### Track usage over the die

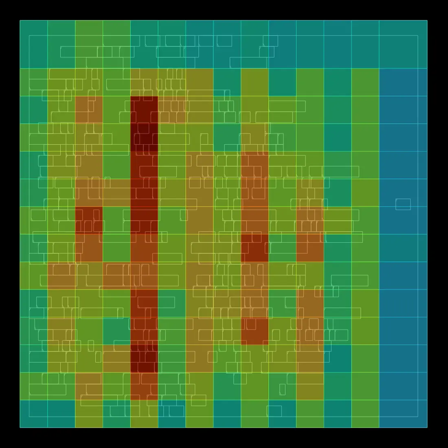
### Signal metal coverage by tile

Scale: 4 px per micron. The die is cut into 20 by 20 equal tiles; white is low, dark blue is high, scaled to the fullest tile. Values are wire area over tile area, all layers added.
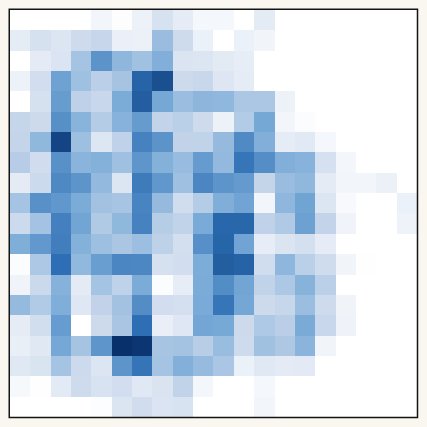
### Selected gate families

Scale: 4 px per micron.
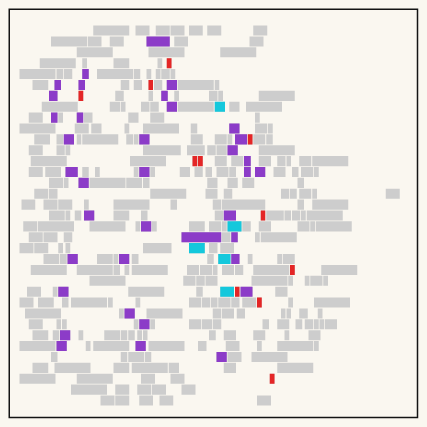
### Port wiring

Scale: 4 px per micron.
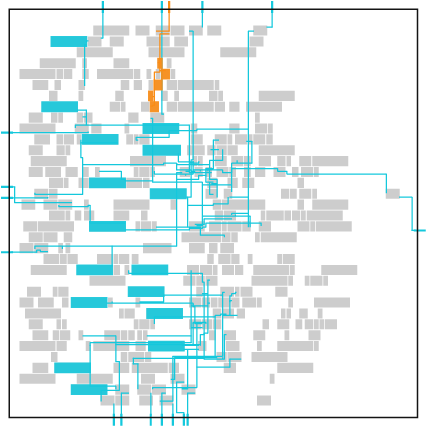
### Clock wires, drivers and flops

Scale: 4 px per micron.
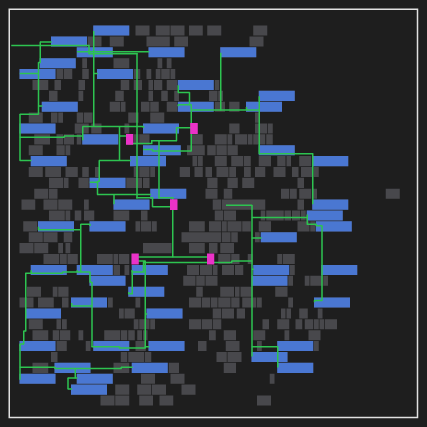
**src/rtl/clk_div_pkg.sv**
```systemverilog
`default_nettype none
// ---- clk_div_pkg : state type and divisor check for the divider controller (rev 1.0) ----
package clk_div_pkg;

  typedef enum logic [1:0] {
    IDLE  = 2'd0,
    RUN   = 2'd1,
    DRAIN = 2'd2,
    STOP  = 2'd3
  } state_t;

  localparam int MIN_DIV = 2;

  function automatic logic div_ok(input logic [31:0] div);
    return (div[0] == 1'b0) && (div >= 32'(MIN_DIV));
  endfunction

endpackage
`default_nettype wire

```
**src/rtl/clk_div_core.sv**
```systemverilog
`default_nettype none
// ---- clk_div_core : half-period counter and output toggle for an even divider (rev 1.0) ----
module clk_div_core
  import clk_div_pkg::*;
#(
  parameter int CNT_W = 16
) (
  input  logic             i_clk,
  input  logic             i_rst,
  input  logic             i_run,
  input  logic             i_load,
  input  logic [CNT_W-1:0] i_div,
  output logic             o_clk,
  output logic             o_fall,
  output logic             o_rise
);

  logic [CNT_W-2:0] cnt;
  logic [CNT_W-1:0] half_m1;
  logic             at_end;

  assign half_m1 = (i_div >> 1) - CNT_W'(1);
  assign at_end  = ({1'b0, cnt} == half_m1);
  assign o_fall  = i_run && o_clk && at_end;
  assign o_rise  = i_run && !i_load && !o_clk && at_end;

  // A load always lands while the output is low or falling, so it restarts the low phase.
  always_ff @(posedge i_clk or posedge i_rst) begin
    if (i_rst) begin
      cnt   <= '0;
      o_clk <= 1'b0;
    end else if (!i_run || i_load) begin
      cnt   <= '0;
      o_clk <= 1'b0;
    end else if (at_end) begin
      cnt   <= '0;
      o_clk <= ~o_clk;
    end else begin
      cnt   <= cnt + (CNT_W-1)'(1);
    end
  end

endmodule
`default_nettype wire

```
**src/rtl/clk_div_cfg_ctrl.sv**
```systemverilog
`default_nettype none
// ---- clk_div_cfg_ctrl : glitch-free run/stop and divisor retune for the UART clock (rev 1.0) ----
module clk_div_cfg_ctrl
  import clk_div_pkg::*;
#(
  parameter int CNT_W       = 16,
  parameter int DEFAULT_DIV = 2
) (
  input  logic             i_clk,
  input  logic             i_rst,
  input  logic             i_en,
  input  logic             i_cfg_valid,
  input  logic [CNT_W-1:0] i_cfg_div,
  output logic             o_cfg_ready,
  output logic             o_cfg_err,
  output logic             o_clk,
  output logic             o_tick,
  output logic [CNT_W-1:0] o_cur_div,
  output logic             o_busy
);

  if ((DEFAULT_DIV < MIN_DIV) || ((DEFAULT_DIV % 2) != 0)) begin : g_bad_default_div
    $error("DEFAULT_DIV must be even and at least 2");
  end

  state_t           state, next_state;
  logic [CNT_W-1:0] cur_div, pend_div;
  logic             pend_valid;
  logic             accept, cfg_good;
  logic             core_run, core_load, core_fall, core_rise;
  logic             take_now, store_pend, apply_pend;

  assign o_cfg_ready = (state == IDLE) || (state == RUN);
  assign o_busy      = (state != IDLE);
  assign o_cur_div   = cur_div;
  assign accept      = i_cfg_valid && o_cfg_ready;
  assign cfg_good    = div_ok(32'(i_cfg_div));

  // Outside RUN the counter only advances while high, so a low output can never rise again.
  assign core_run = (state == RUN) || (((state == DRAIN) || (state == STOP)) && o_clk);

  clk_div_core #(.CNT_W(CNT_W)) u_core (
    .i_clk  (i_clk),
    .i_rst  (i_rst),
    .i_run  (core_run),
    .i_load (core_load),
    .i_div  (cur_div),
    .o_clk  (o_clk),
    .o_fall (core_fall),
    .o_rise (core_rise)
  );

  always_ff @(posedge i_clk or posedge i_rst) begin
    if (i_rst) state <= IDLE;
    else       state <= next_state;
  end

  always_comb begin
    next_state = state;
    core_load  = 1'b0;
    take_now   = 1'b0;
    store_pend = 1'b0;
    apply_pend = 1'b0;
    case (state)
      IDLE: begin
        take_now = accept && cfg_good;
        if (i_en) next_state = RUN;
      end
      RUN: begin
        store_pend = accept && cfg_good;
        if (!i_en)          next_state = STOP;
        else if (store_pend) next_state = DRAIN;
      end
      DRAIN: begin
        if (!i_en) begin
          next_state = STOP;
        end else if (!o_clk || core_fall) begin
          core_load  = 1'b1;
          apply_pend = pend_valid;
          next_state = RUN;
        end
      end
      STOP: begin
        if (!o_clk || core_fall) begin
          apply_pend = pend_valid;
          next_state = IDLE;
        end
      end
      default: next_state = IDLE;
    endcase
  end

  always_ff @(posedge i_clk or posedge i_rst) begin
    if (i_rst) begin
      cur_div    <= CNT_W'(DEFAULT_DIV);
      pend_div   <= '0;
      pend_valid <= 1'b0;
      o_cfg_err  <= 1'b0;
      o_tick     <= 1'b0;
    end else begin
      o_cfg_err <= accept && !cfg_good;
      o_tick    <= core_rise;
      if (take_now) begin
        cur_div <= i_cfg_div;
      end else if (apply_pend) begin
        cur_div    <= pend_div;
        pend_valid <= 1'b0;
      end
      if (store_pend) begin
        pend_div   <= i_cfg_div;
        pend_valid <= 1'b1;
      end
    end
  end

endmodule
`default_nettype wire

```
**config.mk**
```make
export PLATFORM = sky130hd
export DESIGN_NAME = clk_div_cfg_ctrl
export DESIGN_NICKNAME = d
export VERILOG_FILES = /design/src/rtl/clk_div_pkg.sv /design/src/rtl/clk_div_core.sv /design/src/rtl/clk_div_cfg_ctrl.sv
export SDC_FILE = /design/constraint.sdc
export NUM_CORES = 1
export LEC_CHECK = 0
export CORE_MARGIN = 2
export CORE_UTILIZATION = 31
export CTS_BUF_LIST = sky130_fd_sc_hd__clkbuf_2
export DETAILED_ROUTE_END_ITERATION = 10
export GPL_TIMING_DRIVEN = 1
export PLACE_DENSITY = 0.52
export SYNTH_ARGS = -nofsm -noshare
export SYNTH_HDL_FRONTEND = slang
export SYNTH_SLANG_ARGS = --single-unit
```
**constraint.sdc**
```tcl
create_clock -name i_clk -period 3.6 [get_ports i_clk]
set_input_delay 0.72 -clock i_clk [delete_from_list [all_inputs] [get_ports i_clk]]
set_output_delay 0.72 -clock i_clk [all_outputs]
set_load 0.01 [all_outputs]
```
==> metrics.yaml <==
outcome: "finished, final reports clean"
slew_headroom: 0.202
yosys_area_sq_um: 2960
die_height_microns: 102
pin_count: 41
layout.cells.most_common_list: "sky130_fd_sc_hd__dfrtp_1 (52), sky130_fd_sc_hd__clkdlybuf4s50_1 (40), sky130_fd_sc_hd__nand2_1 (36)"
syn_to_final_growth_pct: 20.5
flop_cell: "sky130_fd_sc_hd__dfrtp_1"
hold_start: "pend_div[0]"
num-nets-final: 369
clock_buffers: 5
worst-setup-path-type: "flip-flop to flip-flop"
avgViaCountPerCell: 5.02
compound_area_frac: 0.113
synth.cell_area_sq_um: 2960
worst_min_delay_path_class: "flip-flop to flip-flop"
logic_area_sq_um: 1510
placement.setup.worst_slack_ns: 0.349
place.gp.congestion: 0.780
critical_path.reg2reg.endpoint: "o_cur_div[14]"
regArea_sq_um: 1330
taps: 129
n_all_inverters: 11
crit_end: "o_cur_div[14]"
drv_slew: 0
detail-route-antenna-nets: 0
overflow: 0
ys_sh_mux: 0.0672
About 'Track usage over the die':
global-route track usage on met2: 0.261
WL per Instance: 15.6 microns
most used routing layer in global routing: met2

About 'Signal metal coverage by tile':
- nearly empty tiles: 29%
- fullest tile: 0.46
- emptiest ninth of the die: upper right
- tiles over half the peak: 16%
- mean over tiles: 0.11

About 'Selected gate families':
- cyan: AND-OR and OR-AND gates (cells 5)
- purple: inverting AOI/OAI gates (cells 37; most used o211ai_1)
- red: inverters (cells 11; most used inv_1)

About 'Port wiring':
- cyan: o_cur_div (bits 16; direction output; edge 7 bottom, 4 top, 4 left, 1 right; end cells 16; buffers 16; wire 1280 microns)
- orange: i_en (bits 1; direction input; edge top; end cells 5; buffers 1; wire 33.2 microns)

About 'Clock wires, drivers and flops':
- green: clock wires (length 742 microns)
- magenta: cells driving clock nets (count 5)
- blue: flip-flops (count 53)
- routed clock nets: 6
- flops lie: widely spread

## where the power goes
group	switching [mW]	internal, mW
Clock	0.201	0.116
Combinational	0.545	0.568
Sequential	0.248	0.789
## worst max-delay path: stages, from the launching register on
cell,delay (ns)
sky130_fd_sc_hd__dfrtp_1,0.52
sky130_fd_sc_hd__inv_1,0.08
sky130_fd_sc_hd__ha_1,0.22
sky130_fd_sc_hd__or3b_2,0.56
sky130_fd_sc_hd__nor4_1,0.21
sky130_fd_sc_hd__a31oi_1,0.08
sky130_fd_sc_hd__o311a_1,0.36
sky130_fd_sc_hd__o41a_1,0.56
sky130_fd_sc_hd__nor2_2,0.12
sky130_fd_sc_hd__buf_4,0.21
sky130_fd_sc_hd__o211ai_1,0.12
Power figures rest on the tool's default switching activity, not on a simulated workload.
